`config.mk`:
```
export PLATFORM = sky130hd
export DESIGN_NAME = serial_adder_flat
export DESIGN_NICKNAME = d
export VERILOG_FILES = /design/src/rtl/serial_adder_if.sv /design/src/rtl/serial_adder.sv /design/src/flat_wrapper.sv
export SDC_FILE = /design/constraint.sdc
export NUM_CORES = 1
export LEC_CHECK = 0
export ABC_AREA = 1
export CORE_MARGIN = 5
export CORE_UTILIZATION = 45
export DETAILED_ROUTE_END_ITERATION = 6
export GPL_ROUTABILITY_DRIVEN = 0
export GPL_TIMING_DRIVEN = 0
export PLACE_DENSITY = 0.79
export SLEW_MARGIN = 20
export SYNTH_ARGS = -nofsm -noshare
export SYNTH_HDL_FRONTEND = slang
export SYNTH_SLANG_ARGS = --single-unit
export TNS_END_PERCENT = 30
```
`constraint.sdc`:
```
create_clock -name clk -period 1.9 [get_ports clk]
set_clock_uncertainty 0.15 [all_clocks]
set_input_delay 0.38 -clock clk [delete_from_list [all_inputs] [get_ports clk]]
set_output_delay 0.38 -clock clk [all_outputs]
set_load 0.005 [all_outputs]
```
`src/rtl/serial_adder_if.sv`:
```
// Handshake/bus bundle for serial_adder.
//   master : drives start/a/b/cin, observes busy/done/sum/cout (requester side)
//   slave  : the adder itself
interface serial_adder_if #(
  parameter int WIDTH = 8
);
  logic             start;
  logic [WIDTH-1:0] a;
  logic [WIDTH-1:0] b;
  logic             cin;
  logic             busy;
  logic             done;
  logic [WIDTH-1:0] sum;
  logic             cout;

  modport master (output start, a, b, cin, input busy, done, sum, cout);
  modport slave  (input start, a, b, cin, output busy, done, sum, cout);
endinterface

```
`src/rtl/serial_adder.sv`:
```
// Bit-serial WIDTH-bit adder: one full_adder cell, carry recirculated through
// a flop, one bit pair per clock LSB first.
//   clk  : clock, rising edge
//   rst  : synchronous active-high reset
//   bus  : serial_adder_if.slave
//          start/a/b/cin sampled in IDLE; busy = not IDLE; done = one-cycle
//          pulse; sum/cout registered, held until the next completion.
// A start edge E0 is followed by WIDTH RUN edges; done is high in the cycle
// after E_WIDTH, and the unit is IDLE again after one more edge.

module full_adder (
  input  logic a,
  input  logic b,
  input  logic ci,
  output logic s,
  output logic co
);
  assign s  = a ^ b ^ ci;
  assign co = (a & b) | (ci & (a ^ b));
endmodule

module serial_adder #(
  parameter int WIDTH = 8
) (
  input  logic           clk,
  input  logic           rst,
  serial_adder_if.slave  bus
);
  localparam int CNT_W = (WIDTH > 1) ? $clog2(WIDTH) : 1;
  localparam logic [CNT_W-1:0] LAST = CNT_W'(WIDTH - 1);

  typedef enum logic [1:0] {IDLE, RUN, DONE} state_t;

  state_t           state_q, state_d;
  logic [WIDTH-1:0] a_sr_q, a_sr_d;
  logic [WIDTH-1:0] b_sr_q, b_sr_d;
  logic [WIDTH-1:0] acc_q, acc_d;
  logic [WIDTH-1:0] sum_q, sum_d;
  logic [CNT_W-1:0] cnt_q, cnt_d;
  logic             carry_q, carry_d;
  logic             cout_q, cout_d;
  logic             busy_q, busy_d;
  logic             done_q, done_d;

  logic             fa_s, fa_c;
  logic [WIDTH-1:0] acc_shift;

  full_adder u_fa (
    .a  (a_sr_q[0]),
    .b  (b_sr_q[0]),
    .ci (carry_q),
    .s  (fa_s),
    .co (fa_c)
  );

  // New sum bit enters at the MSB; after WIDTH shifts the LSB sits at bit 0.
  assign acc_shift = WIDTH'({fa_s, acc_q} >> 1);

  always_comb begin
    state_d = state_q;
    a_sr_d  = a_sr_q;
    b_sr_d  = b_sr_q;
    acc_d   = acc_q;
    sum_d   = sum_q;
    cnt_d   = cnt_q;
    carry_d = carry_q;
    cout_d  = cout_q;
    unique case (state_q)
      IDLE: begin
        if (bus.start) begin
          a_sr_d  = bus.a;
          b_sr_d  = bus.b;
          carry_d = bus.cin;
          cnt_d   = '0;
          acc_d   = '0;
          state_d = RUN;
        end
      end
      RUN: begin
        a_sr_d  = a_sr_q >> 1;
        b_sr_d  = b_sr_q >> 1;
        acc_d   = acc_shift;
        carry_d = fa_c;
        cnt_d   = cnt_q + CNT_W'(1);
        if (cnt_q == LAST) begin
          sum_d   = acc_shift;
          cout_d  = fa_c;
          state_d = DONE;
        end
      end
      DONE:    state_d = IDLE;
      default: state_d = IDLE;
    endcase
    // Status outputs are registered copies of the next state.
    busy_d = (state_d != IDLE);
    done_d = (state_d == DONE);
  end

  always_ff @(posedge clk) begin
    if (rst) begin
      state_q <= IDLE;
      a_sr_q  <= '0;
      b_sr_q  <= '0;
      acc_q   <= '0;
      sum_q   <= '0;
      cnt_q   <= '0;
      carry_q <= 1'b0;
      cout_q  <= 1'b0;
      busy_q  <= 1'b0;
      done_q  <= 1'b0;
    end else begin
      state_q <= state_d;
      a_sr_q  <= a_sr_d;
      b_sr_q  <= b_sr_d;
      acc_q   <= acc_d;
      sum_q   <= sum_d;
      cnt_q   <= cnt_d;
      carry_q <= carry_d;
      cout_q  <= cout_d;
      busy_q  <= busy_d;
      done_q  <= done_d;
    end
  end

  assign bus.busy = busy_q;
  assign bus.done = done_q;
  assign bus.sum  = sum_q;
  assign bus.cout = cout_q;
endmodule

```
`src/flat_wrapper.sv`:
```
// flat-port wrapper written by rule: the top's interface ports become plain ports
module serial_adder_flat 
#(
  parameter int WIDTH = 8
)
  (clk, rst, bus_start, bus_a, bus_b, bus_cin, bus_busy, bus_done, bus_sum, bus_cout);
  serial_adder_if #(.WIDTH(WIDTH)) bus_i ();
  input  logic clk;
  input  logic rst;
  input wire logic [$bits(bus_i.start)-1:0] bus_start;
  input wire logic [$bits(bus_i.a)-1:0] bus_a;
  input wire logic [$bits(bus_i.b)-1:0] bus_b;
  input wire logic [$bits(bus_i.cin)-1:0] bus_cin;
  output wire logic [$bits(bus_i.busy)-1:0] bus_busy;
  output wire logic [$bits(bus_i.done)-1:0] bus_done;
  output wire logic [$bits(bus_i.sum)-1:0] bus_sum;
  output wire logic [$bits(bus_i.cout)-1:0] bus_cout;
  assign bus_i.start = bus_start;
  assign bus_i.a = bus_a;
  assign bus_i.b = bus_b;
  assign bus_i.cin = bus_cin;
  assign bus_busy = bus_i.busy;
  assign bus_done = bus_i.done;
  assign bus_sum = bus_i.sum;
  assign bus_cout = bus_i.cout;
  serial_adder #(.WIDTH(WIDTH)) u_core (.clk(clk), .rst(rst), .bus(bus_i));
endmodule
```
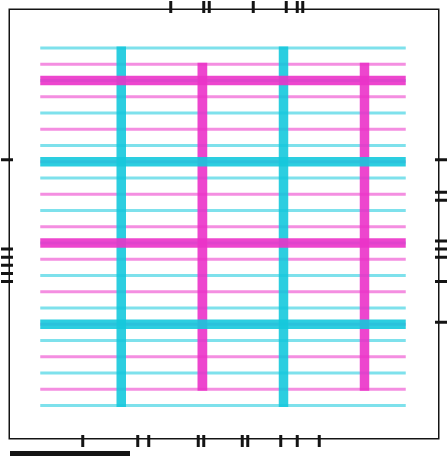
Run 1: supply network
The bar under the picture is 20 um long. Pins as bars on the die edge.
net	color
VSS	cyan
VDD	magenta
met5 straps	4
met1 rails	23
met4 straps	4
rows	22
signal pins	31

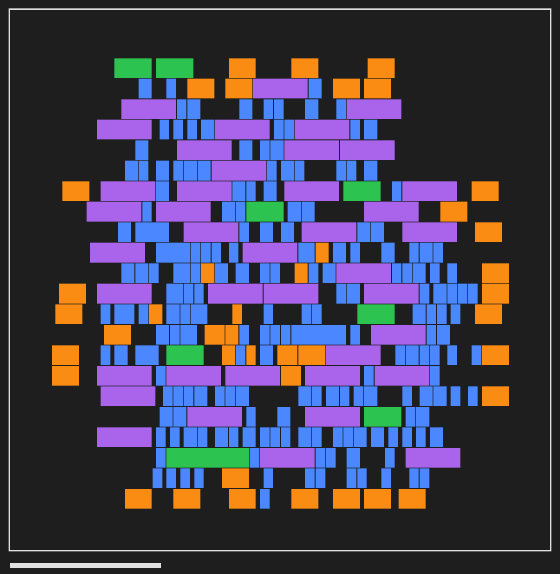
Run 1: cells colored by class
The bar under the picture is 20 um long.
class	color	cells	share of their area
other buffers and delay cells	orange	41	17%
all other logic	blue	190	40%
flip-flops	purple	40	37%
clock drivers and dummy loads	green	8	5.9%

==> out/qor.csv, run 1 <==
stage,metric,value,unit
synthesis,Yosys warning count,0,
clocking,H-tree levels,2,
floorplanning,fp_density,46.7,%
worst_setup_path,CP startpoint kind,flip-flop,
synthesis,post-synthesis simple-gate area fraction,24.6,%
timing,Least-Margin Pin Slew,0.474,ns
grt,first-pass GRT wire length,6.22,mm
worst_setup_path,WP depth,1,
status,outcome,"complete, no violations",
pwr,Largest Pwr Group,registers,
routing,Via density,4.75,
grt,M1 GR Usage,19.7,%
pwr,sequential share of power,48.0,%
floorplanning,Well Taps,48,
worst_setup_path,Crit-path slowest cell,clkdlybuf4s50_1,
grt,gr busiest metal,met2,
pwr,Design Power,0.00185,W
pwr,Power Internal,0.00143,W
cells_and_area,area delta synth->final,28.5,%
pwr,Seq. pwr,0.000891,W
pwr,Comb power frac,11.1,%
worst_setup_path,r2r endpoint,u_core.acc_q[7],
worst_setup_path,FF-to-FF path depth,4,
timing,fin crit share,88.2,%
grt,Total GRT Usage,15.5,%
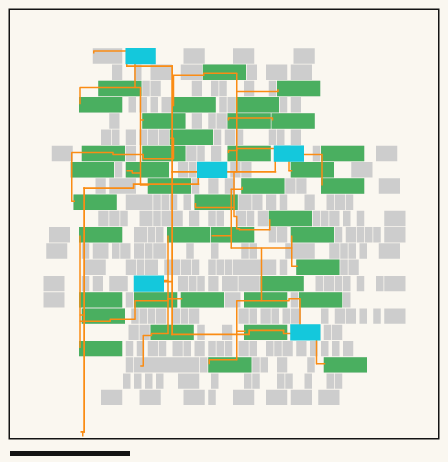
Run 1: routed clock nets over the placement
The bar under the picture is 20 um long.
[clock wires] orange | length: 498 um
[flip-flops] green | count: 40
[cells driving clock nets] cyan | count: 5
routed clock nets	6

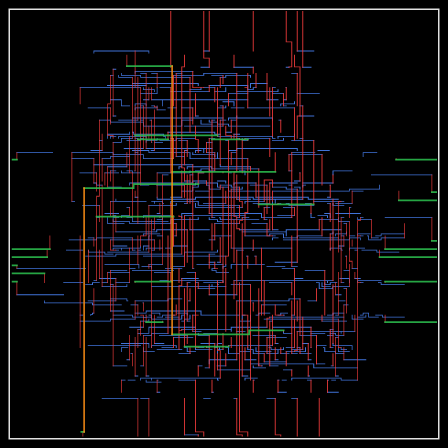
Run 1: signal wires by layer
layer	color	wire length
met4	orange	85.7 um
met2	red	1630 um
met1	blue	1740 um
met3	green	196 um

==> run 2: changes to the inputs <==
- CTS_CLUSTER_DIAMETER: default -> 150
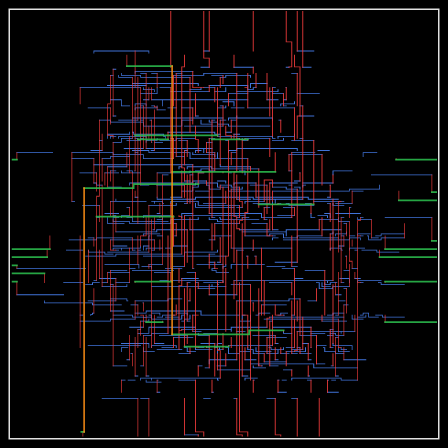
Run 2: signal wires by layer
layer	color	wire length
met4	orange	85.7 um
met2	red	1630 um
met1	blue	1740 um
met3	green	196 um

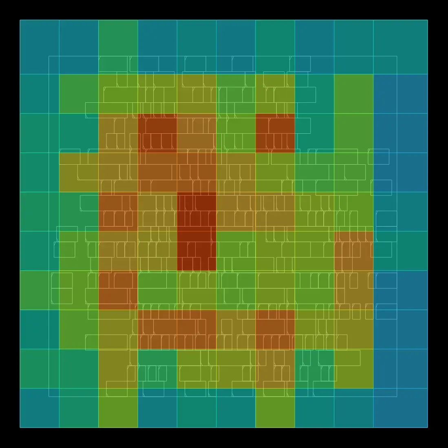
Run 2: routing congestion
WL/cell: 11.2 um
gr busiest metal: met2

==> out/qor.csv, run 2 <==
stage,metric,value,unit,change
timing,Least-Margin Pin Slew,0.474,ns,unchanged
worst_setup_path,FF-to-FF path depth,4,,unchanged
synthesis,"Compound Share, Synth",13.8,%,
worst_setup_path,CP startpoint kind,flip-flop,,
cells_and_area,area delta synth->final,28.5,%,unchanged
pwr,Largest Pwr Group,registers,,
synthesis,"area share, top type",46.9,%,
clocking,post_cts resized,0,,
run,number of max-cap violations,0,,
cells_and_area,Top Layout Cells,"nand2_1 (40), dfxtp_1 (40), inv_1 (37), nor2_1 (37), clkdlybuf4s50_1 (30)",,
worst_setup_path,WP depth,1,,unchanged
clocking,Clock Path Buffers,2,,
floorplanning,fp_density,46.7,%,unchanged
worst_setup_path,Crit-path slowest cell,clkdlybuf4s50_1,,
pwr,Seq. pwr,0.000891,W,about the same
routing,Via density,4.75,,unchanged
pwr,Design Power,0.00185,W,unchanged
grt,M1 GR Usage,19.7,%,unchanged
pwr,Power Internal,0.00143,W,unchanged
grt,first-pass GRT wire length,6.22,mm,unchanged
synthesis,Yosys warning count,0,,unchanged
pwr,comb pwr,0.000205,W,
worst_setup_path,r2r endpoint,u_core.acc_q[7],,
pwr,sequential share of power,48.0,%,about the same
synthesis,post-synthesis simple-gate area fraction,24.6,%,unchanged
pwr,PwrDens,845,nW/um^2,
pwr,Comb power frac,11.1,%,about the same
status,outcome,"complete, no violations",,
floorplanning,Well Taps,48,,unchanged
clocking,CTS root buffer,clkbuf_8,,
grt,Total GRT Usage,15.5,%,unchanged
worst_setup_path,"CP delay by family, top",buffers and inverters,,
timing,fin crit share,88.2,%,unchanged
synthesis,leading area contributor after synthesis,dfxtp_1,,
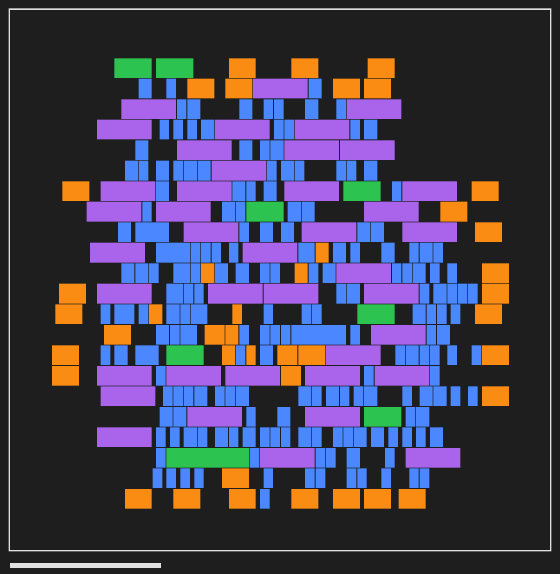
Run 2: cells colored by class
The bar under the picture is 20 um long.
class	color	cells	share of their area
clock drivers and dummy loads	green	8	5.9%
flip-flops	purple	40	37%
other buffers and delay cells	orange	41	17%
all other logic	blue	190	40%

Run 2, supply network:
The bar under the picture is 20 um long. Pins as bars on the die edge.
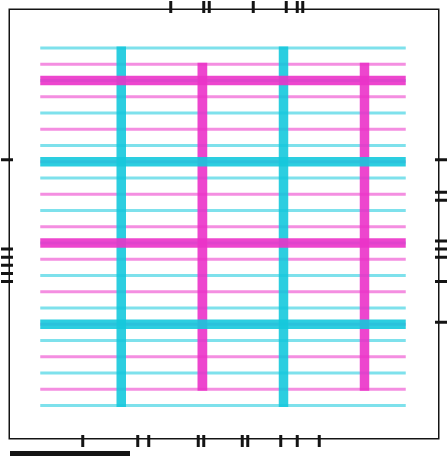

==> run 3: changes to the inputs <==
- ABC_CLOCK_PERIOD_IN_PS: default -> 1900
- CORE_UTILIZATION: 45 -> 30
- PLACE_DENSITY: 0.79 -> 0.59
- SYNTH_HIERARCHICAL: default -> 1
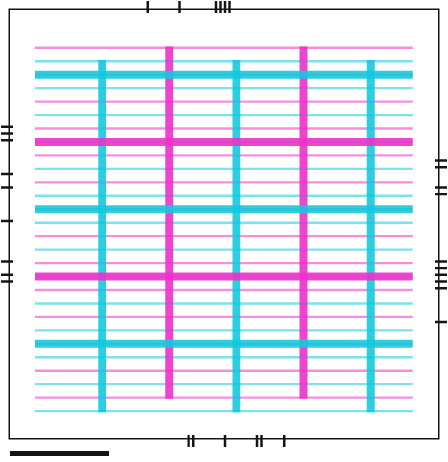
Run 3: supply network
The bar under the picture is 20 um long. Pins as bars on the die edge.
net	color
VDD	magenta
VSS	cyan
met4 straps	5
rows	27
signal pins	31
met1 rails	28

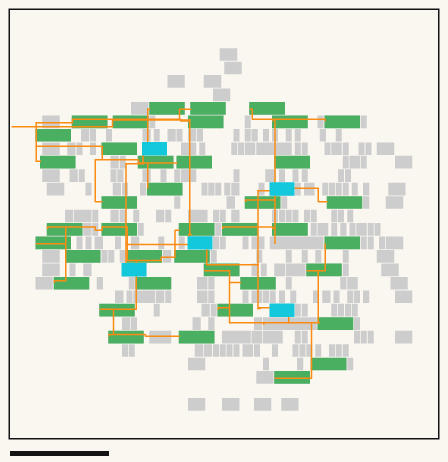
Run 3: routed clock nets over the placement
The bar under the picture is 20 um long.
[clock wires] orange | length: 508 um
[cells driving clock nets] cyan | count: 5
[flip-flops] green | count: 40
routed clock nets	6

==> out/qor.csv, run 3 <==
stage,metric,value,unit,change
pwr,Comb power frac,12.3,%,+1.2 points
pwr,comb pwr,0.000238,W,+16%
cells_and_area,area delta synth->final,29.6,%,
grt,first-pass GRT wire length,7.00,mm,+13%
cells_and_area,Top Layout Cells,"nand2_1 (82), nor2_1 (57), dfxtp_1 (40)",,
worst_setup_path,CP startpoint kind,input port,,
synthesis,post-synthesis simple-gate area fraction,36.2,%,+12 points
synthesis,"Compound Share, Synth",6.91,%,-6.9 points
status,outcome,"complete, no violations",,
worst_setup_path,"CP delay by family, top",buffers and inverters,,
worst_setup_path,Crit-path slowest cell,clkdlybuf4s50_1,,
clocking,CTS root buffer,clkbuf_8,,
worst_setup_path,WP depth,5,,+4
pwr,Largest Pwr Group,registers,,
worst_setup_path,worst path cell trace,clkdlybuf4s50_1 -> inv_1 -> clkbuf_1 -> nand2_1 -> nor2_1,,
clocking,TritonCTS Buffers,5,,
floorplanning,Well Taps,72,,+50%
timing,Max-slew headroom,69.4,%,
pwr,sequential share of power,46.1,%,-1.9 points
pwr,PwrDens,851,nW/um^2,+0.73%
synthesis,Yosys warning count,6,,+6
floorplanning,fp_density,31.3,%,-15 points
worst_setup_path,FF-to-FF path depth,8,,+4
routing,Total Wirelength,4.03,mm,
timing,fin crit share,91.7,%,+3.6 points
pwr,Power Internal,0.00150,W,+4.5%
synthesis,most common cell in the netlist,nand2_1,,
grt,gr busiest metal,met2,,
synthesis,synthesized area,1760,um^2,
routing,Via density,4.29,,-9.7%
cells_and_area,number of logic gates,182,,
clocking,Clock Path Buffers,2,,unchanged
timing,Least-Margin Pin Slew,0.459,ns,-0.0153 ns
clocking,post_cts resized,0,,unchanged
pwr,Design Power,0.00194,W,+4.5%
worst_setup_path,r2r endpoint,u_core/bus.sum[2],,
timing,FMAX,0.574,GHz,
min_path,Hold Path Depth,2,,
cells_and_area,registers,40,,
grt,M1 GR Usage,14.5,%,-5.1 points
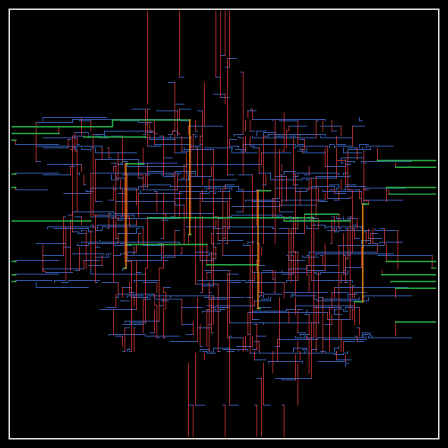
Run 3: signal wires by layer
layer	color	wire length
met2	red	1790 um
met3	green	255 um
met4	orange	87.7 um
met1	blue	1890 um

No activity file was given, so power comes from the tool's default toggle rates.
